--- src/rtl/fetch_pkg.sv ---
`default_nettype none
// ============================================================================
// Module      : fetch_pkg
// Description : Shared types and sizing helpers for the fetch/prefetch stage.
// Revision    : 1.0 - initial release
// ============================================================================
package fetch_pkg;

   // Native instruction/PC width of the core.
   localparam int unsigned FETCH_XLEN  = 32;

   // Byte stride between consecutive instructions.
   localparam int unsigned INSTR_BYTES = 4;

   // One prefetch buffer slot: the instruction and the PC it came from.
   typedef struct packed {
      logic [FETCH_XLEN-1:0] pc;
      logic [FETCH_XLEN-1:0] instr;
   } fetch_entry_t;

   // Width of a counter that must represent 0..depth inclusive.
   function automatic int unsigned cnt_width(input int unsigned depth);
      return $clog2(depth + 1);
   endfunction

endpackage
`default_nettype wire

--- src/rtl/fetch_fifo.sv ---
`default_nettype none
// ============================================================================
// Module      : fetch_fifo
// Description : Synchronous prefetch FIFO with flush. DEPTH must be a power
//               of two; the pointers carry one extra MSB so full and empty
//               are told apart without a separate counter.
// Revision    : 1.0 - initial release
// ============================================================================
module fetch_fifo
   import fetch_pkg::*;
#(
   parameter int unsigned DEPTH   = 4,
   parameter type         entry_t = fetch_entry_t
) (
   input  logic                         clk,
   input  logic                         rst,
   input  logic                         push_i,
   input  logic                         pop_i,
   input  logic                         flush_i,
   input  entry_t                       wdata_i,
   output logic                         full_o,
   output logic                         empty_o,
   output logic [cnt_width(DEPTH)-1:0]  count_o,
   output entry_t                       head_o
);

   localparam int unsigned PTR_W = $clog2(DEPTH);
   localparam int unsigned CNT_W = cnt_width(DEPTH);

   logic [PTR_W:0] wr_ptr_q, wr_ptr_d;
   logic [PTR_W:0] rd_ptr_q, rd_ptr_d;
   entry_t         mem_q [DEPTH];

   // Pointer advance; a flush empties the buffer and overrides push/pop.
   always_comb begin
      wr_ptr_d = wr_ptr_q;
      rd_ptr_d = rd_ptr_q;
      if (flush_i) begin
         wr_ptr_d = '0;
         rd_ptr_d = '0;
      end else begin
         if (push_i) wr_ptr_d = wr_ptr_q + {{PTR_W{1'b0}}, 1'b1};
         if (pop_i)  rd_ptr_d = rd_ptr_q + {{PTR_W{1'b0}}, 1'b1};
      end
   end

   // Pointer registers.
   always_ff @(posedge clk or posedge rst) begin
      if (rst) begin
         wr_ptr_q <= '0;
         rd_ptr_q <= '0;
      end else begin
         wr_ptr_q <= wr_ptr_d;
         rd_ptr_q <= rd_ptr_d;
      end
   end

   // Data storage; contents are only meaningful between the pointers, so no reset.
   always_ff @(posedge clk) begin
      if (push_i && !flush_i) begin
         mem_q[wr_ptr_q[PTR_W-1:0]] <= wdata_i;
      end
   end

   assign head_o  = mem_q[rd_ptr_q[PTR_W-1:0]];
   assign empty_o = (wr_ptr_q == rd_ptr_q);
   assign full_o  = (wr_ptr_q[PTR_W] != rd_ptr_q[PTR_W]) &&
                    (wr_ptr_q[PTR_W-1:0] == rd_ptr_q[PTR_W-1:0]);
   assign count_o = CNT_W'(wr_ptr_q - rd_ptr_q);

   underflow_a: assert property (@(posedge clk) disable iff (rst)
      !(pop_i && empty_o && !flush_i));

endmodule
`default_nettype wire

--- src/rtl/fetch_prefetch_unit.sv ---
`default_nettype none
// ============================================================================
// Module      : fetch_prefetch_unit
// Description : Fetch stage. Issues in-order instruction-memory requests,
//               buffers responses with their PC and presents one instruction
//               per cycle to Decode. Redirects flush the buffer and discard
//               wrong-path responses still in flight.
// Revision    : 1.0 - initial release
// ============================================================================
module fetch_prefetch_unit
   import fetch_pkg::*;
#(
   parameter int unsigned      XLEN       = FETCH_XLEN,
   parameter logic [XLEN-1:0]  RESET_PC   = '0,
   parameter int unsigned      FIFO_DEPTH = 4
) (
   input  logic             clk,
   input  logic             rst,
   input  logic             redirect_i,
   input  logic [XLEN-1:0]  redirect_pc_i,
   input  logic             stall_i,
   output logic             instr_valid_o,
   output logic [XLEN-1:0]  instr_o,
   output logic [XLEN-1:0]  pc_o,
   output logic [XLEN-1:0]  pc_plus4_o,
   output logic             imem_req_o,
   output logic [XLEN-1:0]  imem_addr_o,
   input  logic             imem_gnt_i,
   input  logic             imem_rvalid_i,
   input  logic [XLEN-1:0]  imem_rdata_i
);

   localparam int unsigned     CNT_W   = cnt_width(FIFO_DEPTH);
   localparam logic [XLEN-1:0] PC_STEP = XLEN'(INSTR_BYTES);

   typedef struct packed {
      logic [XLEN-1:0] pc;
      logic [XLEN-1:0] instr;
   } entry_t;

   logic [XLEN-1:0]  fetch_pc_q, fetch_pc_d;
   logic [XLEN-1:0]  resp_pc_q, resp_pc_d;
   logic [CNT_W-1:0] outstanding_q, outstanding_d;
   logic [CNT_W-1:0] drop_cnt_q, drop_cnt_d;

   logic [CNT_W-1:0] fifo_count;
   logic             fifo_full;
   logic             fifo_empty;
   logic             fifo_push;
   logic             fifo_pop;
   entry_t           fifo_head;
   entry_t           push_entry;

   logic [CNT_W:0]   credit_used;
   logic             issue;
   logic             resp_drop;

   // Every buffered entry and every in-flight request holds one slot.
   assign credit_used = {1'b0, fifo_count} + {1'b0, outstanding_q};

   assign imem_req_o  = !rst && !redirect_i && (credit_used < (CNT_W+1)'(FIFO_DEPTH));
   assign imem_addr_o = fetch_pc_q;
   assign issue       = imem_req_o && imem_gnt_i;

   assign resp_drop   = imem_rvalid_i && (drop_cnt_q != '0);
   assign fifo_push   = imem_rvalid_i && (drop_cnt_q == '0) && !redirect_i;
   assign push_entry  = '{pc: resp_pc_q, instr: imem_rdata_i};

   assign instr_valid_o = !fifo_empty && !redirect_i;
   assign fifo_pop      = instr_valid_o && !stall_i;

   // With the buffer empty, show the next expected PC and a zero instruction.
   assign instr_o    = fifo_empty ? '0 : fifo_head.instr;
   assign pc_o       = fifo_empty ? resp_pc_q : fifo_head.pc;
   assign pc_plus4_o = pc_o + PC_STEP;

   // Request PC and response PC tracking; a redirect retargets both.
   always_comb begin
      fetch_pc_d = fetch_pc_q;
      resp_pc_d  = resp_pc_q;
      if (redirect_i) begin
         fetch_pc_d = redirect_pc_i;
         resp_pc_d  = redirect_pc_i;
      end else begin
         if (issue)     fetch_pc_d = fetch_pc_q + PC_STEP;
         if (fifo_push) resp_pc_d  = resp_pc_q + PC_STEP;
      end
   end

   // In-flight and to-be-discarded response counters.
   always_comb begin
      outstanding_d = outstanding_q + CNT_W'(issue) - CNT_W'(imem_rvalid_i);
      drop_cnt_d    = drop_cnt_q;
      if (redirect_i) begin
         // The in-flight count already covers earlier pending drops, so after
         // a redirect everything still outstanding is wrong-path.
         if (imem_rvalid_i && (outstanding_q == '0)) begin
            drop_cnt_d = '0;
         end else begin
            drop_cnt_d = outstanding_q - CNT_W'(imem_rvalid_i);
         end
      end else if (resp_drop) begin
         drop_cnt_d = drop_cnt_q - CNT_W'(1);
      end
   end

   // State registers.
   always_ff @(posedge clk or posedge rst) begin
      if (rst) begin
         fetch_pc_q    <= RESET_PC;
         resp_pc_q     <= RESET_PC;
         outstanding_q <= '0;
         drop_cnt_q    <= '0;
      end else begin
         fetch_pc_q    <= fetch_pc_d;
         resp_pc_q     <= resp_pc_d;
         outstanding_q <= outstanding_d;
         drop_cnt_q    <= drop_cnt_d;
      end
   end

   fetch_fifo #(
      .DEPTH   (FIFO_DEPTH),
      .entry_t (entry_t)
   ) u_fifo (
      .clk     (clk),
      .rst     (rst),
      .push_i  (fifo_push),
      .pop_i   (fifo_pop),
      .flush_i (redirect_i),
      .wdata_i (push_entry),
      .full_o  (fifo_full),
      .empty_o (fifo_empty),
      .count_o (fifo_count),
      .head_o  (fifo_head)
   );

   push_overflow_a: assert property (@(posedge clk) disable iff (rst)
      !(fifo_push && fifo_full && !fifo_pop));

   credit_a: assert property (@(posedge clk) disable iff (rst)
      credit_used <= (CNT_W+1)'(FIFO_DEPTH));

endmodule
`default_nettype wire
--- config.mk ---
export PLATFORM = sky130hd
export DESIGN_NAME = fetch_prefetch_unit
export DESIGN_NICKNAME = d
export VERILOG_FILES = /design/src/rtl/fetch_pkg.sv /design/src/rtl/fetch_fifo.sv /design/src/rtl/fetch_prefetch_unit.sv
export SDC_FILE = /design/constraint.sdc
export NUM_CORES = 1
export LEC_CHECK = 0
export CAP_MARGIN = 20
export CORE_MARGIN = 5
export CORE_UTILIZATION = 55
export DETAILED_ROUTE_END_ITERATION = 8
export GPL_TIMING_DRIVEN = 1
export PLACE_DENSITY = 0.8
export SYNTH_ARGS = -nofsm -noshare
export SYNTH_HDL_FRONTEND = slang
export SYNTH_HIERARCHICAL = 1
export SYNTH_SLANG_ARGS = --single-unit
--- constraint.sdc ---
create_clock -name clk -period 4.3 [get_ports clk]
set_input_delay 0.43 -clock clk [delete_from_list [all_inputs] [get_ports clk]]
set_output_delay 0.43 -clock clk [all_outputs]
set_load 0.005 [all_outputs]
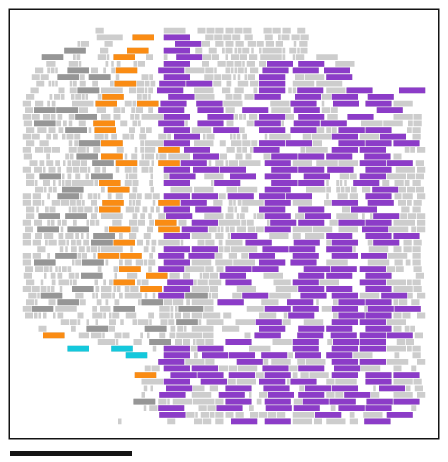
Figure 1: register map, names as in the netlist.
Bar = 50 um.
| signal | color | sequential cells |
|---|---|---|
| `resp_pc_q` | orange | 32 |
| `outstanding_q` | cyan | 3 |
| `u_fifo/mem_q` | purple | 256 |
not colored: 41

==> report_table.html <==
<!-- implementation run metrics -->
<table>
<tr><th>Metric</th><th>Value</th></tr>
<tr><th colspan="2">Synth</th></tr>
<tr><td>Count of warnings emitted by yosys</td><td>6</td></tr>
<tr><td>Post-Syn Area per Cell</td><td>15.0 um2</td></tr>
<tr><td>Instance count of the mapped netlist</td><td>1006</td></tr>
<tr><td>Number of nets at floorplan</td><td>between 1k and 1.5k</td></tr>
<tr><td>Mapped Area</td><td>0.0151 mm2</td></tr>
<tr><th colspan="2">Final layout</th></tr>
<tr><td>Fraction of layout instances using a drive strength above 1</td><td>around 16%</td></tr>
<tr><td>Total Nets Final</td><td>1305</td></tr>
<tr><td>Leading cell types in the layout, fill and taps excluded</td><td>sky130_fd_sc_hd__edfxtp_1 (256), sky130_fd_sc_hd__clkdlybuf4s50_1 (197), sky130_fd_sc_hd__nand2_1 (76)</td></tr>
<tr><td>Area growth, synth to finish</td><td>23.4%</td></tr>
<tr><td>Post-Route Utilization</td><td>about 70%</td></tr>
<tr><td>Count of antenna diodes in the layout</td><td>0</td></tr>
<tr><td>Cell area after layout</td><td>approximately 0.019 mm2</td></tr>
<tr><td>Most common cell after layout, fill and taps aside</td><td>sky130_fd_sc_hd__edfxtp_1</td></tr>
<tr><td>Final non-filler cell total</td><td>1583</td></tr>
<tr><td>Filler Cells Inserted</td><td>roughly 1.8k</td></tr>
<tr><th colspan="2">Worst setup path</th></tr>
<tr><td>Crit path kind</td><td>reg -&gt; out</td></tr>
<tr><td>Element type at the critical path start</td><td>register</td></tr>
<tr><td>RR Endpoint</td><td>outstanding_q[2]</td></tr>
<tr><td>Worst R2R Path Depth</td><td>16</td></tr>
<tr><td>Timing startpoint of the critical path</td><td>u_fifo/wr_ptr_q[0]</td></tr>
<tr><td>Endpoint type of the worst setup path</td><td>output pin</td></tr>
<tr><td>Buf+Inv Stages, Crit Path</td><td>4</td></tr>
<tr><td>Critical Path Fanout Max</td><td>32</td></tr>
<tr><td>Delay of the slowest cell on the worst path</td><td>0.52 ns</td></tr>
<tr><td>Worst EP arrival</td><td>between 3 and 4 ns</td></tr>
<tr><td>CP most frequent cell</td><td>sky130_fd_sc_hd__nand2_1</td></tr>
<tr><td>Logic depth of the worst path, buffers included</td><td>12</td></tr>
<tr><td>R2R Setup Slk</td><td>between 0.7 and 0.8 ns</td></tr>
<tr><td>Critical Path RT</td><td>between 3 and 4 ns</td></tr>
<tr><td>Series of cell instances along the critical path</td><td>inv_1 &gt; ha_1 &gt; nand2_1 &gt; nor2_4 &gt; buf_12 &gt; nand4_1 &gt; a222oi_1 &gt; buf_4 &gt; and3_2 &gt; nand2_1 &gt; xnor2_1 &gt; clkdlybuf4s50_1</td></tr>
<tr><td>Cell at the slowest stage of the critical path</td><td>sky130_fd_sc_hd__clkdlybuf4s50_1</td></tr>
<tr><td>Destination of the critical timing path</td><td>pc_plus4_o[27]</td></tr>
<tr><td>Cell family contributing the most delay on the critical path</td><td>buffers and inverters</td></tr>
<tr><td>Launching point of the worst reg2reg path</td><td>u_fifo/wr_ptr_q[0]</td></tr>
<tr><th colspan="2">Routing</th></tr>
<tr><td>Number of violations reported at the end of detailed-routing iteration 0</td><td>873</td></tr>
<tr><td>Number of optimization iterations in the first detailed-route pass</td><td>5</td></tr>
<tr><td>Residual DRC</td><td>0</td></tr>
<tr><td>Post-detailed-route count of antenna-violating nets</td><td>0</td></tr>
<tr><td>Via density</td><td>approximately 6.0</td></tr>
<tr><th colspan="2">Outcome</th></tr>
<tr><td>Outcome</td><td>finished clean</td></tr>
<tr><th colspan="2">Timing</th></tr>
<tr><td>Final worst path period need</td><td>4.08 ns</td></tr>
<tr><td>Hold slack</td><td>between 0.15 and 0.2 ns</td></tr>
<tr><td>Number of setup violations in the final report</td><td>0</td></tr>
<tr><td>Worst-case clock skew</td><td>around 0.011 ns</td></tr>
<tr><td>Hold violation total from the final report</td><td>0</td></tr>
<tr><td>Relative slew margins</td><td>38.5%</td></tr>
<tr><td>Share of the cycle needed by the critical path after routing</td><td>a little over nine tenths</td></tr>
<tr><td>Setup Total Neg Slack</td><td>0 ns</td></tr>
<tr><td>Pins Over Slew Limit</td><td>0</td></tr>
<tr><td>Slack of the critical path</td><td>~0.22 ns</td></tr>
<tr><td>Max Clock Freq</td><td>approximately 0.25 GHz</td></tr>
<tr><td>Worst Max-Slew Pin Slew</td><td>about 0.92 ns</td></tr>
<tr><th colspan="2">Place</th></tr>
<tr><td>Detailed placer's ending HPWL</td><td>approximately 23000 um</td></tr>
<tr><td>Dpl cells</td><td>approximately 1.5k</td></tr>
<tr><td>Placed instance area</td><td>approximately 0.017 mm2</td></tr>
<tr><td>Weighted congestion at the end of routability-driven global placement</td><td>0.881</td></tr>
<tr><td>Pre-CTS worst setup slack</td><td>0.361 ns</td></tr>
<tr><td>IO buf count</td><td>between 150 and 200</td></tr>
<tr><th colspan="2">Pwr</th></tr>
<tr><td>Reported clock group power</td><td>roughly 3000 uW</td></tr>
<tr><td>Part of the power in combinational logic</td><td>roughly 16%</td></tr>
<tr><td>Top Consumer</td><td>registers</td></tr>
<tr><td>Switching Share</td><td>roughly a quarter</td></tr>
<tr><td>P_leak</td><td>0.00644 uW</td></tr>
<tr><td>Sequential share of power</td><td>47.1%</td></tr>
<tr><td>Flop+latch power</td><td>between 3000 and 4000 uW</td></tr>
<tr><td>Power spent charging and discharging nets</td><td>1960 uW</td></tr>
<tr><td>Worst vdd ir</td><td>252 uV</td></tr>
<tr><td>Design internal power</td><td>6070 uW</td></tr>
<tr><td>Proportion of power drawn by the clock network</td><td>a little under two fifths</td></tr>
<tr><td>Areal power density over the cells</td><td>between 400 and 500 mW/mm2</td></tr>
<tr><td>Power in combinational cells</td><td>about 1300 uW</td></tr>
<tr><td>Final Power</td><td>8030 uW</td></tr>
<tr><th colspan="2">Clocking</th></tr>
<tr><td>Number of sinks driven by the clock tree</td><td>roughly 330</td></tr>
<tr><td>Clock buffers created by TritonCTS</td><td>35</td></tr>
<tr><td>Max clock buf depth</td><td>3</td></tr>
<tr><td>Post-CTS Setup Inserts</td><td>1</td></tr>
<tr><td>CTS tree</td><td>done</td></tr>
<tr><td>Register clock-pin slew on the reported worst setup and hold paths</td><td>0.06 ns</td></tr>
<tr><td>CTS root buf</td><td>sky130_fd_sc_hd__clkbuf_16</td></tr>
<tr><td>Number of instances resized during post-cts repair</td><td>2</td></tr>
<tr><td>Clk Latency, worst-skew pair</td><td>between 0.5 and 0.6 ns</td></tr>
<tr><td>Number of buffers inserted for hold repair after clock tree synthesis</td><td>0</td></tr>
<tr><td>Number of levels in the clock H-tree</td><td>2</td></tr>
<tr><th colspan="2">Floorplan</th></tr>
<tr><td>Std-Cell Core Area</td><td>0.0270 mm2</td></tr>
<tr><td>Total I/O pin count</td><td>around 200</td></tr>
<tr><td>Floorplan die height</td><td>around 180 um</td></tr>
<tr><td>Die Span X</td><td>~180 um</td></tr>
<tr><td>Cell row count</td><td>approximately 60</td></tr>
<tr><td>Initial standard-cell utilization of the core</td><td>55.9%</td></tr>
<tr><td>Chip area</td><td>0.0309 mm2</td></tr>
<tr><th colspan="2">Hold path</th></tr>
<tr><td>Worst hold-check path type</td><td>in -&gt; async</td></tr>
<tr><th colspan="2">Global route</th></tr>
<tr><td>Gr ovfl total</td><td>0</td></tr>
<tr><td>Maximum number of pins on one net before global-route repair</td><td>about 70</td></tr>
<tr><td>Vias in the first global route</td><td>between 9k and 10k</td></tr>
<tr><td>Global-route wire length before repair</td><td>54500 um</td></tr>
<tr><td>Antenna violations before repair</td><td>0</td></tr>
<tr><th colspan="2">Job</th></tr>
<tr><td>MaxCap Viol Count</td><td>0</td></tr>
<tr><td>Total tool warning count</td><td>31</td></tr>
</table>
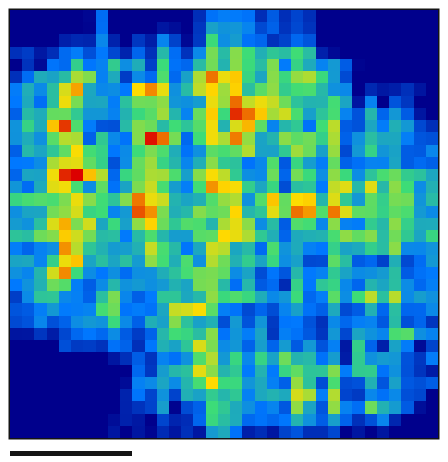
Figure 2: signal metal coverage by tile.
Bar = 50 um. The die is cut into 35 by 35 equal tiles; dark blue is low, red is high, scaled to the fullest tile. Values are wire area over tile area, all layers added.
mean over tiles: 0.19
emptiest ninth of the die: south-west
nearly empty tiles: 14%
fullest tile: 0.57
tiles over half the peak: 23%
total length of routed wires: 34900 um
mean routed wirelength per cell: 22.0 um
Vias: 9505
combined global-route utilization of all metal layers: 22.5%

-- sequential cells by signal (all words and copies together), names as in the netlist --
register         count
resp_pc_q           32
outstanding_q        3
u_fifo/wr_ptr_q      3
drop_cnt_q           3
u_fifo/mem_q       256
u_fifo/rd_ptr_q      3
imem_addr_o         32
-- cell type report --
cell class | count | area (um2) | area share (%)
inverter | 39 | 146 | 0.785
multi-input combinational | 585 | 5070 | 27.2
clock buffer | 46 | 927 | 4.97
clock inverter | 18 | 208 | 1.11
tap | 341 | 427 | 2.29
sequential | 332 | 9590 | 51.4
timing repair buffer | 222 | 2280 | 12.2
-- per-layer routing --
metal / share of wire (%) / track usage, % / routed length (um) / vias up
li1: - / - / - / 4259
met1: 40 / 31.5 / 14100 / 4753
met2: 49 / 36.3 / 16900 / 438
met3: 8.6 / 4.43 / 2990 / 55
met4: 2.4 / 6.63 / 842 / 0
met5: 0 / 0 / 0 / -
-- worst reg2reg max path, stage by stage (launching register included) --
cell and delay [ns]:
sky130_fd_sc_hd__dfrtp_1 0.41, sky130_fd_sc_hd__inv_1 0.13, sky130_fd_sc_hd__ha_1 0.17, sky130_fd_sc_hd__inv_1 0.05, sky130_fd_sc_hd__fa_1 0.38, sky130_fd_sc_hd__xnor2_1 0.22, sky130_fd_sc_hd__ha_1 0.26, sky130_fd_sc_hd__nor4_1 0.28
sky130_fd_sc_hd__and4_1 0.27, sky130_fd_sc_hd__inv_1 0.07, sky130_fd_sc_hd__ha_1 0.27, sky130_fd_sc_hd__inv_1 0.06, sky130_fd_sc_hd__ha_1 0.13, sky130_fd_sc_hd__inv_1 0.05, sky130_fd_sc_hd__fa_1 0.38, sky130_fd_sc_hd__xnor2_1 0.15
sky130_fd_sc_hd__xnor2_1 0.13
Power is estimated from default activity; no workload was simulated.
